--- config.mk ---
export PLATFORM = sky130hd
export DESIGN_NAME = rc4_key_collector_flat
export DESIGN_NICKNAME = d
export VERILOG_FILES = /design/src/rtl/rc4_pkg.sv /design/src/rtl/rc4_key_collector_if.sv /design/src/rtl/rc4_prio_enc.sv /design/src/rtl/rc4_key_collector.sv /design/src/flat_wrapper.sv
export SDC_FILE = /design/constraint.sdc
export NUM_CORES = 1
export LEC_CHECK = 0
export CELL_PAD_IN_SITES_DETAIL_PLACEMENT = 0
export CELL_PAD_IN_SITES_GLOBAL_PLACEMENT = 1
export CORE_ASPECT_RATIO = 0.7
export CORE_UTILIZATION = 34
export CTS_CLUSTER_SIZE = 24
export DETAILED_ROUTE_END_ITERATION = 8
export GPL_ROUTABILITY_DRIVEN = 0
export GPL_TIMING_DRIVEN = 0
export HOLD_SLACK_MARGIN = 0.15
export PLACE_DENSITY = 0.94
export SYNTH_ARGS = -nofsm -noshare
export SYNTH_HDL_FRONTEND = slang
export SYNTH_SLANG_ARGS = --single-unit
--- constraint.sdc ---
create_clock -name clk -period 3.1 [get_ports clk]
set_input_delay 0.775 -clock clk [delete_from_list [all_inputs] [get_ports clk]]
set_output_delay 0.775 -clock clk [all_outputs]
set_load 0.005 [all_outputs]
--- src/rtl/rc4_pkg.sv ---
// Shared types and helpers for the RC4 brute-force key collector.
package rc4_pkg;

    localparam int KEY_W_DEF     = 22;
    localparam int KEY_MAX_W     = 64;
    localparam int KEY_BUS_MAX_W = 1024;

    typedef enum logic [1:0] {
        IDLE   = 2'd0,
        SEARCH = 2'd1,
        FOUND  = 2'd2,
        FAILED = 2'd3
    } state_t;

    // Core index width; a single-core build still needs one bit of index.
    function automatic int idx_width(input int log2_count);
        return (log2_count < 1) ? 1 : log2_count;
    endfunction

    // Extract core idx's key from the packed key bus (core i at [i*key_w +: key_w]).
    // The bus is zero-extended to KEY_BUS_MAX_W by the caller; key_w up to KEY_MAX_W.
    function automatic logic [KEY_MAX_W-1:0] key_slice(
        input logic [KEY_BUS_MAX_W-1:0] keys,
        input int                       idx,
        input int                       key_w
    );
        logic [KEY_BUS_MAX_W-1:0] shifted;
        shifted = keys >> (idx * key_w);
        return shifted[KEY_MAX_W-1:0] & ((KEY_MAX_W'(1) << key_w) - KEY_MAX_W'(1));
    endfunction

endpackage

--- src/rtl/rc4_key_collector_if.sv ---
// Handshake bundle between the cracking cores and the key collector.
interface rc4_key_collector_if #(
    parameter int CORE_COUNT = 2,
    parameter int KEY_W      = rc4_pkg::KEY_W_DEF
);
    logic [CORE_COUNT*KEY_W-1:0] core_key;
    logic [CORE_COUNT-1:0]       core_found;
    logic [CORE_COUNT-1:0]       core_exhausted;
    logic                        stop_all;

    // Cores drive their status and obey the stop broadcast.
    modport master (
        output core_key, core_found, core_exhausted,
        input  stop_all
    );

    // The collector consumes core status and issues the stop broadcast.
    modport slave (
        input  core_key, core_found, core_exhausted,
        output stop_all
    );
endinterface

--- src/rtl/rc4_prio_enc.sv ---
// Lowest-index-wins priority encoder over the per-core request vector.
module rc4_prio_enc #(
    parameter int N     = 2,
    parameter int IDX_W = 1
) (
    input  logic [N-1:0]     req,
    output logic [IDX_W-1:0] idx,
    output logic             any
);

    // Scan from the top down so the lowest asserted request is written last and wins.
    always_comb begin
        // NOTE: every combinational output gets a default first so no path leaves it unassigned (no latch).
        idx = '0;
        any = 1'b0;
        for (int i = N - 1; i >= 0; i--) begin
            if (req[i]) begin
                idx = IDX_W'(i);
                any = 1'b1;
            end
        end
    end

endmodule

--- src/rtl/rc4_key_collector.sv ---
// Collects found/exhausted reports from the RC4 cracking cores, latches one winner,
// broadcasts stop_all and counts the clock cycles spent searching.
module rc4_key_collector
    import rc4_pkg::*;
#(
    parameter  int CORE_COUNT_LOG_2 = 1,
    parameter  int CORE_COUNT       = 2 ** CORE_COUNT_LOG_2,
    parameter  int KEY_W            = KEY_W_DEF,
    parameter  int CYC_W            = 32,
    localparam int IDX_W            = idx_width(CORE_COUNT_LOG_2)
) (
    input  logic                 clk,
    input  logic                 reset_n,
    input  logic                 start,
    rc4_key_collector_if.slave   cores,
    output logic                 busy,
    output logic                 found,
    output logic                 failed,
    output logic [KEY_W-1:0]     winner_key,
    output logic [IDX_W-1:0]     winner_core,
    output logic [CYC_W-1:0]     search_cycles
);

    state_t                state_q;
    state_t                state_d;
    logic                  start_q;
    logic                  start_armed;
    logic                  start_rise;
    logic [CORE_COUNT-1:0] exh_mask;
    logic [CORE_COUNT-1:0] exh_all;
    logic [IDX_W-1:0]      hit_idx;
    logic                  hit_any;
    logic                  enter_search;
    logic                  take_found;
    logic                  take_failed;

    rc4_prio_enc #(
        .N     (CORE_COUNT),
        .IDX_W (IDX_W)
    ) u_prio_enc (
        .req (cores.core_found),
        .idx (hit_idx),
        .any (hit_any)
    );

    // A start level held high through reset is not a request: start must be seen
    // low at least once after reset before a rising edge can be recognised.
    assign start_rise = start & ~start_q & start_armed;
    assign exh_all    = exh_mask | cores.core_exhausted;

    assign busy           = (state_q == SEARCH);
    assign cores.stop_all = (state_q == FOUND) || (state_q == FAILED);

    // State register plus start edge-detect history.
    always_ff @(posedge clk) begin
        // NOTE: sequential state uses non-blocking assignments so every register samples pre-edge values.
        if (!reset_n) begin
            state_q     <= IDLE;
            start_q     <= 1'b0;
            start_armed <= 1'b0;
        end else begin
            state_q     <= state_d;
            start_q     <= start;
            start_armed <= start_armed | ~start;
        end
    end

    // Next-state decode; found takes priority over the final exhaustion.
    always_comb begin
        state_d      = state_q;
        enter_search = 1'b0;
        take_found   = 1'b0;
        take_failed  = 1'b0;
        case (state_q)
            IDLE: begin
                if (start_rise) begin
                    state_d      = SEARCH;
                    enter_search = 1'b1;
                end
            end
            SEARCH: begin
                if (hit_any) begin
                    state_d    = FOUND;
                    take_found = 1'b1;
                end else if (&exh_all) begin
                    state_d     = FAILED;
                    take_failed = 1'b1;
                end
            end
            FOUND, FAILED: begin
                if (!start) state_d = IDLE;
            end
            default: state_d = IDLE;
        endcase
    end

    // Result registers, exhausted mask and saturating cycle counter.
    always_ff @(posedge clk) begin
        // NOTE: these are plain flops, not a memory array, so all of them take the reset value.
        if (!reset_n) begin
            found         <= 1'b0;
            failed        <= 1'b0;
            winner_key    <= '0;
            winner_core   <= '0;
            search_cycles <= '0;
            exh_mask      <= '0;
        end else if (enter_search) begin
            found         <= 1'b0;
            failed        <= 1'b0;
            winner_key    <= '0;
            winner_core   <= '0;
            search_cycles <= '0;
            exh_mask      <= '0;
        end else if (state_q == SEARCH) begin
            if (search_cycles != '1) search_cycles <= search_cycles + CYC_W'(1);
            exh_mask <= exh_all;
            if (take_found) begin
                found       <= 1'b1;
                winner_core <= hit_idx;
                winner_key  <= KEY_W'(key_slice(KEY_BUS_MAX_W'(cores.core_key), int'(hit_idx), KEY_W));
            end
            if (take_failed) failed <= 1'b1;
        end
    end

endmodule

--- src/flat_wrapper.sv ---
// flat-port wrapper written by rule: the top's interface ports become plain ports
module rc4_key_collector_flat import rc4_pkg::*;
#(
    parameter  int CORE_COUNT_LOG_2 = 1,
    parameter  int CORE_COUNT       = 2 ** CORE_COUNT_LOG_2,
    parameter  int KEY_W            = KEY_W_DEF,
    parameter  int CYC_W            = 32,
    localparam int IDX_W            = idx_width(CORE_COUNT_LOG_2)
)
  (clk, reset_n, start, busy, found, failed, winner_key, winner_core, search_cycles, cores_core_key, cores_core_found, cores_core_exhausted, cores_stop_all);
  rc4_key_collector_if #(.CORE_COUNT(CORE_COUNT), .KEY_W(KEY_W)) cores_i ();
  input  logic clk;
  input  logic reset_n;
  input  logic start;
  output logic busy;
  output logic found;
  output logic failed;
  output logic [KEY_W-1:0] winner_key;
  output logic [IDX_W-1:0] winner_core;
  output logic [CYC_W-1:0] search_cycles;
  input wire logic [$bits(cores_i.core_key)-1:0] cores_core_key;
  input wire logic [$bits(cores_i.core_found)-1:0] cores_core_found;
  input wire logic [$bits(cores_i.core_exhausted)-1:0] cores_core_exhausted;
  output wire logic [$bits(cores_i.stop_all)-1:0] cores_stop_all;
  assign cores_i.core_key = cores_core_key;
  assign cores_i.core_found = cores_core_found;
  assign cores_i.core_exhausted = cores_core_exhausted;
  assign cores_stop_all = cores_i.stop_all;
  rc4_key_collector #(.CORE_COUNT_LOG_2(CORE_COUNT_LOG_2), .CORE_COUNT(CORE_COUNT), .KEY_W(KEY_W), .CYC_W(CYC_W)) u_core (.clk(clk), .reset_n(reset_n), .start(start), .cores(cores_i), .busy(busy), .found(found), .failed(failed), .winner_key(winner_key), .winner_core(winner_core), .search_cycles(search_cycles));
endmodule
Run 1, power grid:
Bar = 20 um. Pins as bars on the die edge.
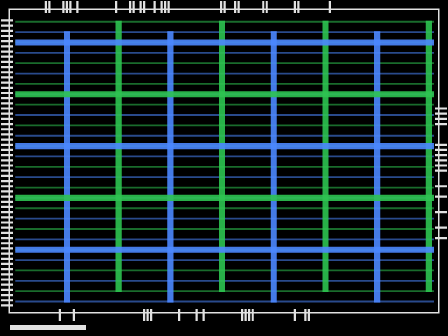
[VSS] blue
[VDD] green
signal pins: 110
rows: 27
core area: 8070 um^2
die height: 79.2 um
Peak VDD IR: 0.241 mV
Die Wd: 112 um

Run 1, cell area per tile:
Bar = 20 um. The die is cut into 11 by 8 equal tiles; black is low, pale yellow is high, 0 to 100% covered.
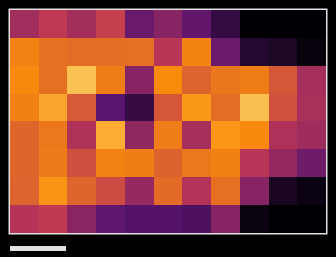
tiles over 75% full: 8.0%
nearly empty tiles: 5.7%
emptiest ninth of the die: north-east
fullest tile: 87%

Run 1, placed cells, one colour a class:
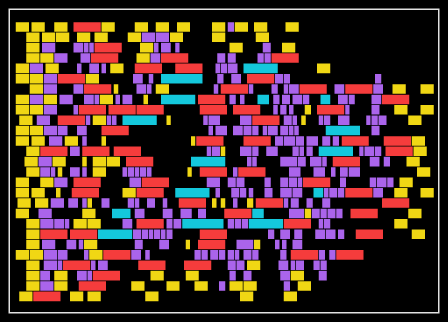
[other buffers and delay cells] yellow | cells: 128 | share of their area: 27%
[flops] red | cells: 63 | share of their area: 29%
[all other logic] purple | cells: 255 | share of their area: 36%
[clock drivers and dummy loads] cyan | cells: 16 | share of their area: 7.7%
Final Util: 55.0%
Final Cell Area: 4440 um^2
Seq/total area: 28.4%

==> results.toml <==
# physical design summary
[status]
outcome = "finished with violations"
failed_checks = "DRC"

[synth]
syn_area_per_cell_um2 = 8.57
yosysTopAreaCellShare_pct = 43.5
area_leaders = "dfxtp_1, mux2i_1, a211oi_1"
synthTopLogicFamily = "simple AND/OR/NAND/NOR gates"
top_cell = "dfxtp_1"
syn_area_um2 = 2900
synthMuxAreaShare_pct = 7.60
ys.warnings.count = 0
synthCells = 338
synth.distinct_cells = 38
synthTopCellsByCount = "dfxtp_1, nor2_1, a21oi_1"
flop_cell = "dfxtp_1"
edf_count = 0
ys_sh_aoi_pct = 20.1
synth-xor-area-share_pct = 1.51
ys_seq_share_pct = 43.5
ys_ff = 63
adder_share_pct = 0.432
synthesis.nets = 390
async_flop_share_pct = 0

[setup_path]
end_kind = "output port"
crit_type = "flip-flop to output port"
cp.arrival_ns = 2.04
crit_fanout = 11
start_kind = "flip-flop"
worstReg2RegEnd = "u_core.search_cycles[18]$_SDFFE_PP0P_"

[global_route]
gr-total-overflow = 0
grt_use_total_pct = 19.1
grt_max_degree = 13
grt_pass1_vias = 2812

[power_and_ir_drop]
power.switching_mw = 0.447
combPwrFrac_pct = 8.5
pwr-share-seq_pct = 39.6
pg_comb_mw = 0.180
swShare_pct = 21.2
p_int_mw = 1.66
power_density_nw_per_um2 = 474

[placement]
dp.cells = 548
io_buffers = 109

[layout]
diodes = 0
final_cell_mix = "clkdlybuf4s50_1, dfxtp_1, nor2_1"
biggestCellCategory = "logic gates"
layout_top_cell = "clkdlybuf4s50_1"
buf_share_pct = 26.3
combGateArea_um2 = 1540
nClkBuffers = 10
final_net_count = 509

[timing]
slew_headroom_pct = 52.0
skew_ns = 0.00929
tightest_slew_ns = 0.719

[clock_tree]
hold_buffers = 0
numCtsBuffers = 9
cts_tree = "built"
post_cts_buffers = 0
cts-root-buf = "clkbuf_16"
htreeDepth = 3
cts_sinks = 63
clock_latency_ns = 0.33

[route]
vias_per_cell = 5.30
route.detailed.drc = 5
dr.pass1.iters = 6
ant_nets = 0
drtIter0Drc = 155
wl_per_cell_um = 14.3

[worst_hold_path]
hp-class = "flip-flop to flip-flop"
min_from = "u_core.start_armed$_SDFF_PN0_"
hold_depth = 2
holdPathEnd = "u_core.start_armed$_SDFF_PN0_"

[run]
openroad.warnings = 26
cap_viol_max_count = 0

[floorplan]
die_area_um2 = 8900
num_rows = 27
[run 1: metal layers]
| metal | vias up | global-route usage [%] | routed length [um] |
|---|---|---|---|
| met2 | 106 | 30.8 | 3640 |
| met3 | 7 | 8.02 | 746 |
| met4 | 0 | 6.00 | 46 |
| li1 | 1511 | - | - |
| met5 | - | 0 | 0 |
| met1 | 1358 | 23.0 | 3630 |
[run 1: worst max-delay path by stage]
stage,cells past startpoint,slack [ns],end,start
floorplan,6,1.05,u_core.search_cycles[18]$_SDFFE_PP0P_,u_core.search_cycles[0]$_SDFFE_PP0P_
global placement,6,0.03,u_core.search_cycles[30]$_SDFFE_PP0P_,start
detailed placement,6,-0.06,u_core.search_cycles[30]$_SDFFE_PP0P_,start
CTS,4,0.12,busy,u_core.state_q[1]$_SDFFE_PN0P_
global route,6,0.13,u_core.search_cycles[10]$_SDFFE_PP0P_,start
finish,4,0.29,busy,u_core.state_q[1]$_SDFFE_PN0P_
[run 1: registers in the layout, summed over array words and instances (netlist names)]
name / cells
u_core.start_armed: 1
u_core.failed: 1
u_core.exh_mask: 2
u_core.start_q: 1
u_core.winner_core: 1
u_core.winner_key: 22
u_core.found: 1
u_core.search_cycles: 32
u_core.state_q: 2
[run 1: per-stage QoR]
step	cell area [um^2]	TNS (ns)	total power [mW]	setup WS (ns)
after floorplan	2900	0	0.921	1.05
after global placement	4120	0	1.03	0.0297
after detailed placement	4120	-0.809	1.03	-0.0554
after CTS	4440	0	2.13	0.120
after global routing	4440	0	2.20	0.133
final	4440	0	2.11	0.289
[run 1: worst max-delay path, stage by stage, from the launching register on]
cell	delay [ns]
dfxtp_1	0.37
nand2b_1	0.23
clkbuf_2	0.23
inv_1	0.32
clkdlybuf4s50_1	0.57
Power and IR drop assume default switching activity.
